Congestion heat map:
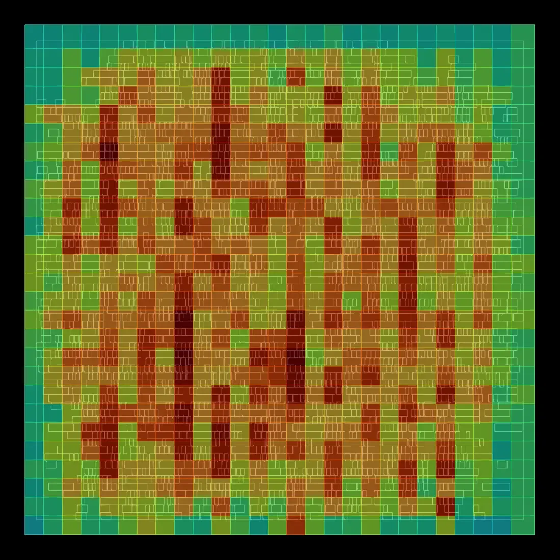
Cell density map:
19 x 19 tiles, from white (low) to dark blue (high), 0 to 100% covered.
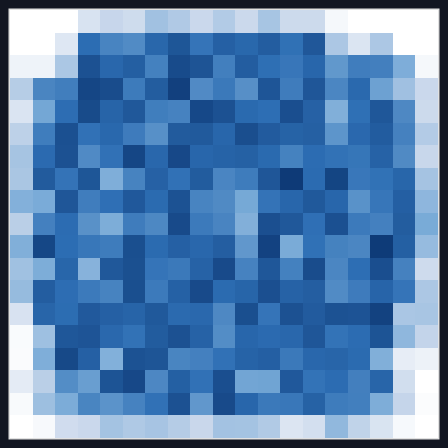
Metal 2:
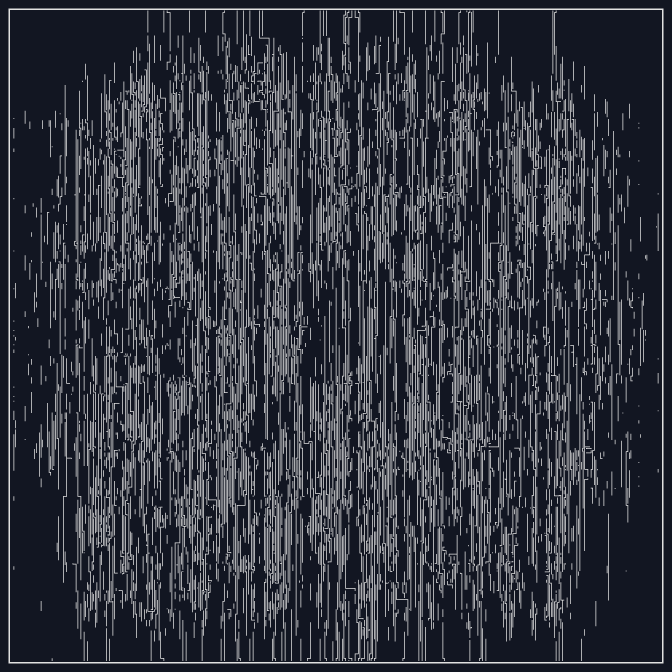
Signal wires by layer:
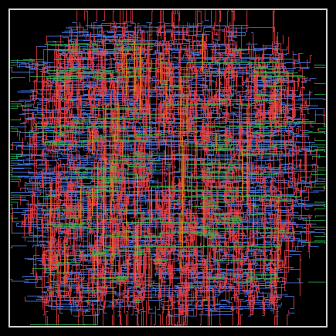
$ cat config.mk
export PLATFORM = sky130hd
export DESIGN_NAME = qpu_ifu_ibuf
export DESIGN_NICKNAME = d
export VERILOG_FILES = /design/src/rtl/qpu_ifu_ibuf.sv
export SDC_FILE = /design/constraint.sdc
export NUM_CORES = 1
export LEC_CHECK = 0
export ABC_AREA = 1
export ABC_CLOCK_PERIOD_IN_PS = 16700
export CORE_MARGIN = 4
export CORE_UTILIZATION = 58
export DETAILED_ROUTE_END_ITERATION = 10
export GPL_TIMING_DRIVEN = 0
export HOLD_SLACK_MARGIN = 0.1
export PLACE_DENSITY = 0.8
export RECOVER_POWER = 50
export SYNTH_ARGS = -nofsm -noshare
export SYNTH_HDL_FRONTEND = slang
export SYNTH_SLANG_ARGS = --single-unit
$ cat constraint.sdc
create_clock -name clk -period 16.7 [get_ports clk]
set_input_delay 2.505 -clock clk [delete_from_list [all_inputs] [get_ports clk]]
set_output_delay 2.505 -clock clk [all_outputs]
set_load 0.01 [all_outputs]
$ cat src/rtl/qpu_ifu_ibuf.sv
// qpu_ifu_ibuf: instruction buffer between the IFU and the EXU.
// This is a circular FIFO of DEPTH entries. The head entry is held in an output
// register, so an instruction pushed in cycle N first appears on o_* in cycle N+1.
// flush_req empties the buffer and drops any instruction offered in the same cycle.

`ifndef QPU_INSTR_SIZE
`define QPU_INSTR_SIZE 32
`endif
`ifndef QPU_PC_SIZE
`define QPU_PC_SIZE 32
`endif
`ifndef QPU_RFIDX_WIDTH
`define QPU_RFIDX_WIDTH 5
`endif

module qpu_ifu_ibuf #(
  parameter int DEPTH = 4,
  parameter int CNT_W = 3
) (
  input  logic                        clk,
  input  logic                        rst,
  input  logic                        i_valid,
  output logic                        i_ready,
  input  logic [`QPU_INSTR_SIZE-1:0]  i_ir,
  input  logic [`QPU_PC_SIZE-1:0]     i_pc,
  input  logic                        i_pc_vld,
  input  logic [`QPU_RFIDX_WIDTH-1:0] i_rs1idx,
  input  logic [`QPU_RFIDX_WIDTH-1:0] i_rs2idx,
  input  logic                        i_prdt_taken,
  output logic                        o_valid,
  input  logic                        o_ready,
  output logic [`QPU_INSTR_SIZE-1:0]  o_ir,
  output logic [`QPU_PC_SIZE-1:0]     o_pc,
  output logic                        o_pc_vld,
  output logic [`QPU_RFIDX_WIDTH-1:0] o_rs1idx,
  output logic [`QPU_RFIDX_WIDTH-1:0] o_rs2idx,
  output logic                        o_prdt_taken,
  input  logic                        flush_req,
  output logic                        flush_ack,
  output logic [CNT_W-1:0]            ibuf_cnt,
  output logic                        ibuf_empty
);

  localparam int PTR_W = $clog2(DEPTH);
  localparam logic [CNT_W-1:0] FULL_CNT = CNT_W'(DEPTH);

  typedef struct packed {
    logic [`QPU_INSTR_SIZE-1:0]  ir;
    logic [`QPU_PC_SIZE-1:0]     pc;
    logic                        pc_vld;
    logic [`QPU_RFIDX_WIDTH-1:0] rs1idx;
    logic [`QPU_RFIDX_WIDTH-1:0] rs2idx;
    logic                        prdt_taken;
  } ibuf_entry_t;

  ibuf_entry_t       mem_r [DEPTH];
  ibuf_entry_t       head_r;
  ibuf_entry_t       wr_entry_s;
  ibuf_entry_t       head_nxt_s;
  logic              head_load_s;
  logic [PTR_W-1:0]  rd_ptr_r;
  logic [PTR_W-1:0]  wr_ptr_r;
  logic [PTR_W-1:0]  rd_nxt_s;
  logic [CNT_W-1:0]  cnt_r;
  logic [CNT_W-1:0]  remain_s;
  logic              push_s;
  logic              pop_s;

  // The handshakes depend only on registered occupancy and flush_req.
  // There is no path from o_ready to i_ready or from i_valid to o_valid.
  assign i_ready    = (cnt_r != FULL_CNT) & ~flush_req;
  assign o_valid    = (cnt_r != {CNT_W{1'b0}});
  assign flush_ack  = flush_req;
  assign ibuf_cnt   = cnt_r;
  assign ibuf_empty = (cnt_r == {CNT_W{1'b0}});
  assign push_s     = i_valid & i_ready;
  assign pop_s      = o_valid & o_ready & ~flush_req;

  assign wr_entry_s = '{ir: i_ir, pc: i_pc, pc_vld: i_pc_vld, rs1idx: i_rs1idx,
                        rs2idx: i_rs2idx, prdt_taken: i_prdt_taken};

  assign {o_ir, o_pc, o_pc_vld, o_rs1idx, o_rs2idx, o_prdt_taken} = head_r;

  // Work out which entry becomes the head in the next cycle. If the buffer is
  // about to run dry, the head is taken straight from the entry being pushed.
  always_comb begin
    rd_nxt_s    = rd_ptr_r;
    remain_s    = cnt_r;
    head_nxt_s  = head_r;
    head_load_s = 1'b0;
    if (pop_s) begin
      rd_nxt_s = rd_ptr_r + PTR_W'(1);
      remain_s = cnt_r - CNT_W'(1);
    end else begin
      rd_nxt_s = rd_ptr_r;
      remain_s = cnt_r;
    end
    if (remain_s != {CNT_W{1'b0}}) begin
      head_nxt_s  = mem_r[rd_nxt_s];
      head_load_s = 1'b1;
    end else if (push_s) begin
      head_nxt_s  = wr_entry_s;
      head_load_s = 1'b1;
    end else begin
      head_nxt_s  = head_r;
      head_load_s = 1'b0;
    end
  end

  // Update the pointers and occupancy. Flush takes priority over push and pop.
  always_ff @(posedge clk or posedge rst) begin
    if (rst) begin
      rd_ptr_r <= {PTR_W{1'b0}};
      wr_ptr_r <= {PTR_W{1'b0}};
      cnt_r    <= {CNT_W{1'b0}};
    end else if (flush_req) begin
      rd_ptr_r <= {PTR_W{1'b0}};
      wr_ptr_r <= {PTR_W{1'b0}};
      cnt_r    <= {CNT_W{1'b0}};
    end else begin
      if (push_s) wr_ptr_r <= wr_ptr_r + PTR_W'(1);
      if (pop_s)  rd_ptr_r <= rd_ptr_r + PTR_W'(1);
      case ({push_s, pop_s})
        2'b10:   cnt_r <= cnt_r + CNT_W'(1);
        2'b01:   cnt_r <= cnt_r - CNT_W'(1);
        default: cnt_r <= cnt_r;
      endcase
    end
  end

  // Store the entry storage and the registered head entry.
  // The head register keeps its last value while the buffer is empty.
  always_ff @(posedge clk or posedge rst) begin
    if (rst) begin
      for (int i = 0; i < DEPTH; i++) mem_r[i] <= '0;
      head_r <= '0;
    end else begin
      if (push_s) mem_r[wr_ptr_r] <= wr_entry_s;
      if (head_load_s && !flush_req) head_r <= head_nxt_s;
    end
  end

endmodule

==> results.txt <==
yosys + openroad results -> status=complete, but fails checks, failing checks=max-capacitance violations, max-slew violations, Final Hold Viols=0, Die Height=~190 µm, Registers, synthesis=slightly below 400, required time of the critical path=roughly 16 ns, CTS Sinks=387, synthesis area per yosys=approximately 19000 µm², Logic pwr share=0.400, Startpoint Class=primary input, net switching power=around 1.6 mW, area growth from synthesis to layout=19.1%, category of the critical setup timing path=primary input to asynchronous set/reset pin, NumNets Final=~2800, HPWL Detailed=36.4 mm, std cell rows=roughly 65, DR DRC count=0, post-CTS sizing=0, share of power burned in registers=0.375, routability cong.=0.882, Worst-Margin Slew=a little under 5 ns, pwr dens=approximately 180 nW/µm², vias in the first global route=around 17000, Setup Slack @ Placement=between 10 and 15 ns, Syn Std Cell Area=~19000 µm², IO Pins=~160, layout cells sized above 1=0.0657, Via density=around 5.6, final hold slack=roughly 0.47 ns, critical path data arrival time=9.11 ns, Worst-path clk slew=around 0.06 ns, sequential share of the synthesized area=0.515, RSZ-0062 raised after global routing=no, critical path fanouts, max=97, CTS tree=built, Tool Warnings=35, Syn Area/Cell=between 7 and 8 µm², initial antenna violation count=0, Setup-failing EPs final=0, full die area=approximately 35000 µm², CTS Buffer Depth=3, cells after synthesis=between 2000 and 2500, ys cells=approximately 2500, DRT antenna net count=0, Yosys warnings=0, 1st-pass router iterations=6, CTS buffer count=41, PortBufs=roughly 160, PnR Total Power=just over 4 mW, total global routing overflow=0, # diodes=0, Final Max Slew Viols=190, relative slew slack=-2.21, Root Buffer=clkbuf_16, HP Class=flop to flop, Worst-Skew Late Latency=0.53 ns, Mapped Nets=approximately 2500, global-route wire length before repair=88.4 mm, Tmin final=between 9 and 10 ns, fmax=just over 100 MHz, clock group share of total power=0.226, Total Neg Setup Slack=0 ns, setup slack after layout=7.07 ns, peak supply drop=~0.094 mV, clock skew=0.0121 ns, Post-CTS Setup Inserts=0, switching part of the total=0.380, cell-internal power=between 2 and 3 mW, most frequent cells in the layout=nand2_1, nand3_1, dfrtp_1, Die W=around 190 µm, Pleak=11.1 nW, Commonest Layout Cell=nand2_1, max cap viols=2, Fill cells=around 2500, element type at the critical path end=asynchronous set/reset pin, hold buffer count at CTS=0, Yosys cell types=22, largest net degree at the start of global routing=approximately 100, htree depth=2, DR iter-0 viols=approximately 1900, post-route clock period utilization=0.577
Back to the opening pictures, 'congestion heat map':
grt peak-use layer: met2
met2 Usage GRT: 0.489
Layout Utilization: 0.705
routing usage on met3: 0.0501
DR WL/cell: 17.3 µm

Back to the opening pictures, 'cell density map':
tiles over 75% full = 42%
fullest tile = 96%
mean over tiles = 62%
core area: 31800 µm²
initial core utilization: 0.592

Back to the opening pictures, 'metal 2':
longest straight run = 70.9 µm
share of all routed wire = 47%
wire length on this layer = 25.5 mm
nets with wire on the layer = 2210
main direction = vertical
detailed-route via count: 17500
WL final: 54.2 mm

Back to the opening pictures, 'signal wires by layer':
orange -> M4  # wire length 1880 µm
green -> M3  # wire length 4710 µm
blue -> M1  # wire length 22.2 mm
red -> M2  # wire length 25.5 mm
all-layer global routing usage: 0.303

==> cell usage after synthesis <==
cell / number / area (µm²)
xor2_1: 2 / 17.5
nand2_2: 1 / 6.26
dfrtp_1: 387 / 9680
o21ai_1: 1 / 5.00
nand2_1: 703 / 2640
inv_1: 322 / 1210
nor2_1: 161 / 604
buf_6: 32 / 360
nand3_1: 387 / 1940
inv_2: 2 / 7.51
nor2_2: 1 / 6.26
buf_2: 44 / 220
clkbuf_1: 57 / 214
nor3_1: 1 / 5.00
buf_1: 4 / 15.0
ha_1: 7 / 87.6
a21oi_1: 2 / 10.0
buf_4: 25 / 188
nand4_1: 1 / 6.26
nor2_4: 1 / 11.3
o21ai_0: 310 / 1550
nand2_4: 3 / 33.8
==> registers in the layout (all words and copies together) (netlist names) <==
signal	count
mem_r	304
o_rs1idx	5
o_rs2idx	5
rd_ptr_r	2
ibuf_cnt	3
o_pc	32
o_ir	32
o_prdt_taken	1
o_pc_vld	1
wr_ptr_r	2
==> logic make-up (layout without fill, tap and decap cells) <==
group | count (synthesis) | count (layout) | share of synthesized area
fa+ha+maj | 7 | 7 | 0.00465
flops | 387 | 387 | 0.515
compound gates | 313 | 313 | 0.0832
buf+inv | 486 | 725 | 0.118
xor+xnor | 2 | 2 | 0.000931
simple gates | 1259 | 1259 | 0.279
==> critical path, stage by stage <==
cell	delay (ns)
dlygate4sd3_1	0.55
clkinvlp_2	2.37
clkbuf_1	3.50
==> path summary, 6_finish.rpt <==
check | start | end | slack, ns | depth (start not counted)
worst min register to register | o_pc[23] | o_pc[23] | 0.47 | 2
min in group asynchronous | rst | o_ir[7] | 3.70 | 2
worst max-delay path | rst | mem_r[78] | 7.07 | 3
worst min-delay path | o_pc[23] | o_pc[23] | 0.47 | 2
max in group clk | flush_req | i_ready | 10.20 | 3
worst max register to register | ibuf_cnt[0] | mem_r[15] | 13.63 | 7
==> metal layers <==
| metal | wire (µm) | global-route usage | up-vias |
|---|---|---|---|
| met3 | 4710 | 0.0501 | 144 |
| met1 | 22200 | 0.415 | 8375 |
| met2 | 25500 | 0.489 | 896 |
| li1 | - | - | 8070 |
| met4 | 1880 | 0.118 | 0 |
| met5 | 0 | 0 | - |
==> power by group through the flow <==
stage | Sequential, mW | Clock, mW | Combinational [mW]
2_1_floorplan | 1.57 | 0 | 1.02
3_3_place_gp | 1.54 | 0 | 1.58
3_5_place_dp | 1.55 | 0 | 1.63
4_1_cts | 1.54 | 0.930 | 1.66
5_1_grt | 1.58 | 0.970 | 1.84
6_report | 1.54 | 0.926 | 1.64
==> per-stage QoR <==
stage | area, µm² | cells
CTS | 22400 | 3128
detailed placement | 21100 | 3055
finish | 22400 | 3128
floorplan | 18800 | 2454
global route | 22400 | 3128
global placement | 21000 | 3052
==> final cells by class <==
cell class,count,area (µm²),share of cell area
inverter,324,1220,0.0543
tap,435,544,0.0243
timing repair buffer,166,1690,0.0754
multi-input combinational,1581,6920,0.309
sequential,387,9680,0.432
buffer,162,997,0.0445
clock inverter,15,183,0.00815
clock buffer,58,1180,0.0526
Power and IR drop assume default switching activity.
